**config.mk**
```make
export PLATFORM = sky130hd
export DESIGN_NAME = pipelined_adder
export DESIGN_NICKNAME = d
export VERILOG_FILES = /design/src/rtl/adder_pkg.sv /design/src/rtl/adder_segment.sv /design/src/rtl/pipelined_adder.sv
export SDC_FILE = /design/constraint.sdc
export NUM_CORES = 1
export LEC_CHECK = 0
export CAP_MARGIN = 20
export CORE_MARGIN = 2
export CORE_UTILIZATION = 40
export CTS_CLUSTER_DIAMETER = 80
export DETAILED_ROUTE_END_ITERATION = 6
export GPL_TIMING_DRIVEN = 0
export PLACE_DENSITY = 0.74
export SLEW_MARGIN = 25
export SYNTH_ARGS = -nofsm -noshare
export SYNTH_HDL_FRONTEND = slang
export SYNTH_SLANG_ARGS = --single-unit
export TNS_END_PERCENT = 1
```
**constraint.sdc**
```tcl
create_clock -name i_clk -period 18.1 [get_ports i_clk]
set_input_delay 3.62 -clock i_clk [delete_from_list [all_inputs] [get_ports i_clk]]
set_output_delay 3.62 -clock i_clk [all_outputs]
set_load 0.02 [all_outputs]
```
**src/rtl/adder_pkg.sv**
```systemverilog
// Shared defaults and segment sizing for the pipelined carry-chain adder.
package adder_pkg;

  localparam int DEFAULT_WIDTH  = 32;
  localparam int DEFAULT_STAGES = 4;

  // Bits of the carry chain resolved by each pipeline stage.
  function automatic int seg_width(input int width, input int stages);
    return (stages > 0) ? width / stages : width;
  endfunction

endpackage

```
**src/rtl/adder_segment.sv**
```systemverilog
// One combinational slice of the carry chain: SEG-bit add with carry-in and carry-out.
module adder_segment #(
  parameter int SEG = 8
) (
  input  logic [SEG-1:0] a,
  input  logic [SEG-1:0] b,
  input  logic           carry_in,
  output logic [SEG-1:0] sum,
  output logic           carry_out
);

  assign {carry_out, sum} = {1'b0, a} + {1'b0, b} + {{SEG{1'b0}}, carry_in};

endmodule

```
**src/rtl/pipelined_adder.sv**
```systemverilog
// Carry-chain adder split into STAGES registered segments with a stall-able valid/ready pipeline.
// Optional signed-overflow output is enabled by defining PIPELINED_ADDER_OVERFLOW_EN.
module pipelined_adder
  import adder_pkg::*;
#(
  parameter int WIDTH  = DEFAULT_WIDTH,
  parameter int STAGES = DEFAULT_STAGES
) (
  input  logic             i_clk,
  input  logic             i_rst,
  input  logic             i_valid,
  output logic             o_ready,
  input  logic [WIDTH-1:0] i_a,
  input  logic [WIDTH-1:0] i_b,
  input  logic             i_carry,
  output logic             o_valid,
  input  logic             i_ready,
  output logic [WIDTH-1:0] o_sum,
  output logic             o_carry
`ifdef PIPELINED_ADDER_OVERFLOW_EN
  ,
  output logic             o_overflow
`endif
);

  localparam int SEG  = seg_width(WIDTH, STAGES);
  localparam int LAST = STAGES - 1;

  if (STAGES < 1 || WIDTH < STAGES || WIDTH % STAGES != 0) begin : g_param_check
    $error("pipelined_adder: WIDTH must be a nonzero multiple of STAGES");
  end

  // Handshake: input transfers on i_valid & o_ready, output on o_valid & i_ready.
  // The whole pipeline moves as one (advance) or holds as one; no per-stage bubbles collapse.
  logic advance;

  for (genvar k = 0; k < STAGES; k++) begin : g_stage
    localparam int LO   = k * SEG;
    localparam int DONE = LO + SEG;

    logic [SEG-1:0]  seg_a;
    logic [SEG-1:0]  seg_b;
    logic [SEG-1:0]  seg_sum;
    logic            seg_cin;
    logic            seg_cout;
    logic            valid_in;
    logic [DONE-1:0] sum_next;
    logic [DONE-1:0] sum_q;
    logic            carry_q;
    logic            valid_q;

    if (k == 0) begin : g_head
      assign seg_a    = i_a[SEG-1:0];
      assign seg_b    = i_b[SEG-1:0];
      assign seg_cin  = i_carry;
      assign valid_in = i_valid;
      assign sum_next = seg_sum;
    end else begin : g_body
      // Low bits of the previous stage's remaining operands are this stage's segment.
      assign seg_a    = g_stage[k-1].g_rem.rem_a_q[SEG-1:0];
      assign seg_b    = g_stage[k-1].g_rem.rem_b_q[SEG-1:0];
      assign seg_cin  = g_stage[k-1].carry_q;
      assign valid_in = g_stage[k-1].valid_q;
      assign sum_next = {seg_sum, g_stage[k-1].sum_q};
    end

    adder_segment #(.SEG(SEG)) u_segment (
      .a         (seg_a),
      .b         (seg_b),
      .carry_in  (seg_cin),
      .sum       (seg_sum),
      .carry_out (seg_cout)
    );

    // Operand bits not yet consumed travel with the item (input skew).
    if (k < LAST) begin : g_rem
      logic [WIDTH-DONE-1:0] rem_a_in;
      logic [WIDTH-DONE-1:0] rem_b_in;
      logic [WIDTH-DONE-1:0] rem_a_q;
      logic [WIDTH-DONE-1:0] rem_b_q;

      if (k == 0) begin : g_from_port
        assign rem_a_in = i_a[WIDTH-1:SEG];
        assign rem_b_in = i_b[WIDTH-1:SEG];
      end else begin : g_from_stage
        assign rem_a_in = g_stage[k-1].g_rem.rem_a_q[WIDTH-LO-1:SEG];
        assign rem_b_in = g_stage[k-1].g_rem.rem_b_q[WIDTH-LO-1:SEG];
      end

      always_ff @(posedge i_clk) begin
        if (advance) begin
          rem_a_q <= rem_a_in;
          rem_b_q <= rem_b_in;
        end
      end
    end

`ifdef PIPELINED_ADDER_OVERFLOW_EN
    logic sign_a_in;
    logic sign_b_in;
    logic sign_a_q;
    logic sign_b_q;

    if (k == 0) begin : g_sign_head
      assign sign_a_in = i_a[WIDTH-1];
      assign sign_b_in = i_b[WIDTH-1];
    end else begin : g_sign_body
      assign sign_a_in = g_stage[k-1].sign_a_q;
      assign sign_b_in = g_stage[k-1].sign_b_q;
    end

    always_ff @(posedge i_clk) begin
      if (advance) begin
        sign_a_q <= sign_a_in;
        sign_b_q <= sign_b_in;
      end
    end
`endif

    always_ff @(posedge i_clk) begin
      if (i_rst) begin
        valid_q <= 1'b0;
      end else if (advance) begin
        valid_q <= valid_in;
      end
    end

    // Completed low segments accumulate alongside the item (output de-skew).
    always_ff @(posedge i_clk) begin
      if (advance) begin
        sum_q   <= sum_next;
        carry_q <= seg_cout;
      end
    end
  end

  assign advance = !g_stage[LAST].valid_q || i_ready;
  assign o_ready = advance;
  assign o_valid = g_stage[LAST].valid_q;
  assign o_sum   = g_stage[LAST].sum_q;
  assign o_carry = g_stage[LAST].carry_q;

`ifdef PIPELINED_ADDER_OVERFLOW_EN
  assign o_overflow = (g_stage[LAST].sign_a_q == g_stage[LAST].sign_b_q) &&
                      (g_stage[LAST].sum_q[WIDTH-1] != g_stage[LAST].sign_a_q);
`endif

endmodule

```
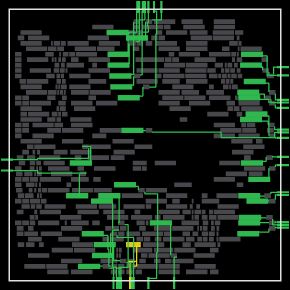
*Port wiring*
Scale: 2 px per um.
`o_valid`: in yellow, bits 1, direction output, edge bottom, end cells 1, buffers 1, wire 28.3 um. `o_sum`: in green, bits 32, direction output, edge 15 right, 8 bottom, 7 top, 2 left, end cells 32, buffers 32, wire 808 um.

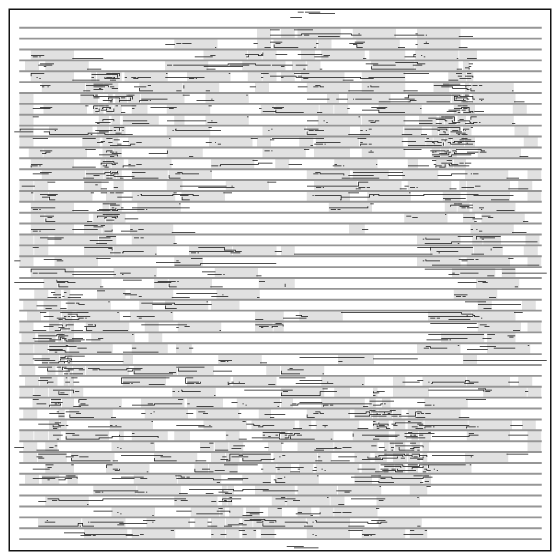
*Met1 routing*
Scale: 4 px per um. Supply wires on this layer in gray.
The layer carries 3790 um of wire. The layer holds 38% of the routed length. The wires run mostly horizontal.

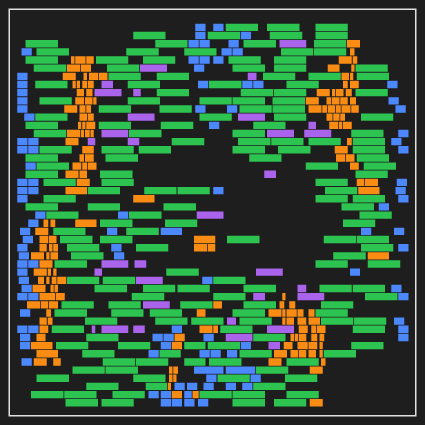
*Cells colored by class*
Scale: 3 px per um.
remaining logic cells: in orange, cells 168, share of their area 16%. clock drivers and dummy loads: in purple, cells 32, share of their area 6.6%. registers: in green, cells 184, share of their area 64%. remaining buffers and delay cells: in blue, cells 107, share of their area 13%.

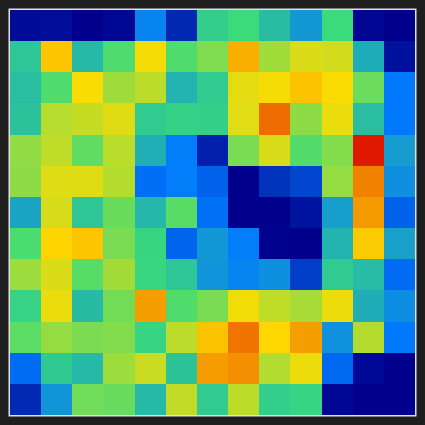
*Cell area per tile*
Scale: 3 px per um. 13 x 13 tiles, from dark blue (low) to red (high), 0 to 100% covered.
The emptiest ninth of the die: middle. 10% of the tiles are over 75% full. The fullest tile reaches 97%. The mean over all tiles is 47%. 8.3% of the tiles are nearly empty.

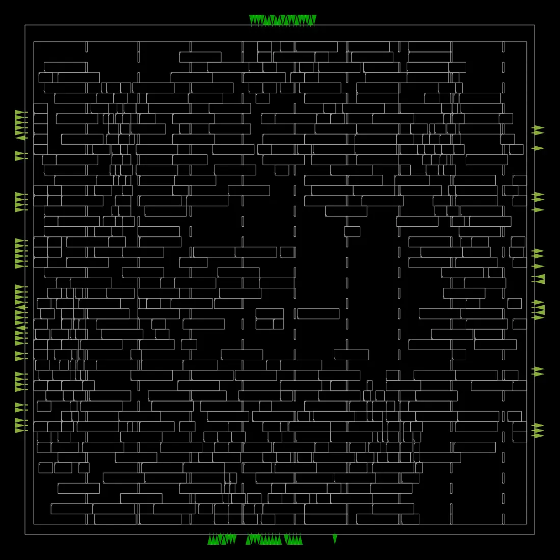
*Placement view*
core region area: 0.0167 mm2
inserted tap cell count: 220
fin cells: 711
Layout Utilization: 52.8%

==> reports/metrics.yaml <==
firstDrtPassIters: 4
buffer_depth_of_the_longest_clock_path: 2
die-width_um: 135
met2_wirelength_mm: 5.46
startpoint: "i_ready"
setup.worst_path.class: "primary input to output port"
tightest_slew_ns: 0.446
fillerInstances: 1339
place.detailed.hpwl_mm: 6.98
power-per-cell-area_mw_per_mm2: 118
post-cts-setup-buffers: 0
maxCapViolations: 0
worst_setup_hold_path_clk_slew_ns: 0.07
regToRegEndpoint: "g_stage[2].sum_q[20]"
cts_tree: "built"
depth_of_the_cts_h_tree: 4
grtUsageTotal_pct: 11.7
floorplanUtilization_pct: 41.1
reg2reg_from: "g_stage[1].carry_q"
hold_viol_final: 0
ys.flops: 184
ctsRootBufferMaster: "sky130_fd_sc_hd__clkbuf_16"
worstPathRequired_ns: 14.48
setup-tns-final_ns: 0
cts_resized: 0
groute.layer.met1.usage_pct: 11.4
drv_slew: 0
met3WireLength_um: 599
postSynthCellCount: 353
clock-sinks: 184
synth_area_per_cell_um2: 19.4
place.gp.congestion: 0.722
syn_to_final_growth_pct: 28.4
cts_made_buffers: 17
power.share.combinational_pct: 13.1
critical_path.endpoint_type: "output port"
outcome: "finished, final reports clean"
slew-limit-headroom_pct: 70.2
floorplan.rows: 47
grtUsageMet3_pct: 4.77
grt_setup_unrepaired: "no"
worst-r2r-setup-slack_ns: 15.96
netSwitchingFraction_pct: 23.8
max_freq_mhz: 109
sequential_power_share_pct: 53.4
dr.max_layer_used: "met4"
placed_area_mm2: 0.00825
postSynthSeqShare_pct: 79.9
pin_count: 104
wl_mm: 9.99
min_period_ns: 9.20
min_path_type: "flip-flop to flip-flop"
yosys_cell_types: 36
antenna-diode-count: 0
total_power_uw: 1040
hold_path_startpoint: "g_stage[2].sum_q[22]"
largest_net_degree_at_the_start_of_global_routing: 58
final_layout_top_logic_cell: "sky130_fd_sc_hd__edfxtp_1"
number_of_antenna_violations_at_the_first_check_in_global_routing: 0
cp-start-kind: "primary input"
worst_hold_path.endpoint: "o_sum[22]"
first_pass_grt_wire_length_mm: 16.0
yosys_warnings: 0
mapped_nets: 458
setup-violations-final: 0
worst_hold_path.num_cells: 0
path_max_fanout: 56
ir_worst_vdd_uv: 65.7
fin_area_mm2: 0.00881
route.detailed.wl_per_inst_um: 14.1
postLayoutSetupSlackWorst_ns: 8.90
grt_remaining_overflow: 0
syn_area_mm2: 0.00686
finish.net_count: 583
worst_slack_at_placement_ns: 8.88
reg2reg_depth: 5
switching_power_uw: 247
yosysChipArea_mm2: 0.00686
finalClockPeriodUsage_pct: 50.8
fp.dieArea_mm2: 0.0182
drt_iter0_markers: 150
placed_cells_incl_taps: 679
hold-worst-slack_ns: 0.420
-- cell usage after synthesis --
cell type,instances,share of area [%]
sky130_fd_sc_hd__a22oi_1,1,0.11
sky130_fd_sc_hd__nand2_1,7,0.38
sky130_fd_sc_hd__nand4_1,2,0.18
sky130_fd_sc_hd__fa_1,8,2.3
sky130_fd_sc_hd__o221ai_1,3,0.38
sky130_fd_sc_hd__nand2b_1,6,0.55
sky130_fd_sc_hd__o21bai_1,3,0.33
sky130_fd_sc_hd__xnor2_1,9,1.1
sky130_fd_sc_hd__nor3b_1,1,0.11
sky130_fd_sc_hd__a221oi_2,1,0.22
sky130_fd_sc_hd__or3_1,3,0.27
sky130_fd_sc_hd__a21o_1,9,0.98
sky130_fd_sc_hd__nor2_1,16,0.87
sky130_fd_sc_hd__inv_1,8,0.44
sky130_fd_sc_hd__a2bb2oi_1,1,0.13
sky130_fd_sc_hd__o2111a_1,3,0.49
sky130_fd_sc_hd__dfxtp_1,4,1.2
sky130_fd_sc_hd__o21ai_1,4,0.29
sky130_fd_sc_hd__ha_1,28,5.1
sky130_fd_sc_hd__a21oi_2,5,0.64
sky130_fd_sc_hd__nand3_2,2,0.29
sky130_fd_sc_hd__nor3_1,4,0.29
sky130_fd_sc_hd__a21oi_1,14,1.0
sky130_fd_sc_hd__or4b_1,2,0.29
sky130_fd_sc_hd__nand3b_1,3,0.33
sky130_fd_sc_hd__xor2_1,8,1.0
sky130_fd_sc_hd__o21a_1,5,0.55
sky130_fd_sc_hd__o21ai_0,1,0.073
sky130_fd_sc_hd__nor2b_1,2,0.18
sky130_fd_sc_hd__mux2i_1,3,0.44
sky130_fd_sc_hd__nand3_1,2,0.15
sky130_fd_sc_hd__and3_1,1,0.091
sky130_fd_sc_hd__edfxtp_1,180,79
sky130_fd_sc_hd__a221oi_1,1,0.13
sky130_fd_sc_hd__o211ai_1,2,0.22
sky130_fd_sc_hd__clkbuf_1,1,0.055
-- cell type report --
class                   count  area (um2)  area share [%]
clock inverters            15         139            1.58
well taps                 220         275            3.12
multi-input cells         160        1350            15.3
clock buffers              17         425            4.83
flip-flops and latches    184        5490            62.2
repair buffers            106        1110            12.5
plain buffers               1        7.51          0.0852
inverters                   8        30.0           0.341
-- cell families (layout without fill, tap and decap cells) --
logic type               Yosys count  after routing  synth area share, %
flip-flops                       184            184                 79.9
AND-OR/OR-AND                     53             53                 5.56
AND/OR/NAND/NOR                   51             51                 3.99
adder cells (fa/ha/maj)           36             36                 7.44
XOR/XNOR                          17             17                 2.17
buffers and inverters              9            147                0.492
multiplexers                       3              3                0.437
-- power by group through the flow --
stage	clock [uW]	combinational [uW]	sequential, uW
floorplan	0	46.4	586
global placement	0	132	563
detailed placement	0	136	564
CTS	358	137	555
global route	374	147	559
finish	347	136	553
-- critical path: stages --
cell                              delay, ns
sky130_fd_sc_hd__clkdlybuf4s50_1       0.44
sky130_fd_sc_hd__nand2b_1              0.09
sky130_fd_sc_hd__clkbuf_4              0.41
sky130_fd_sc_hd__buf_16                0.31
sky130_fd_sc_hd__clkdlybuf4s50_1       0.66
Power figures rest on the tool's default switching activity, not on a simulated workload.
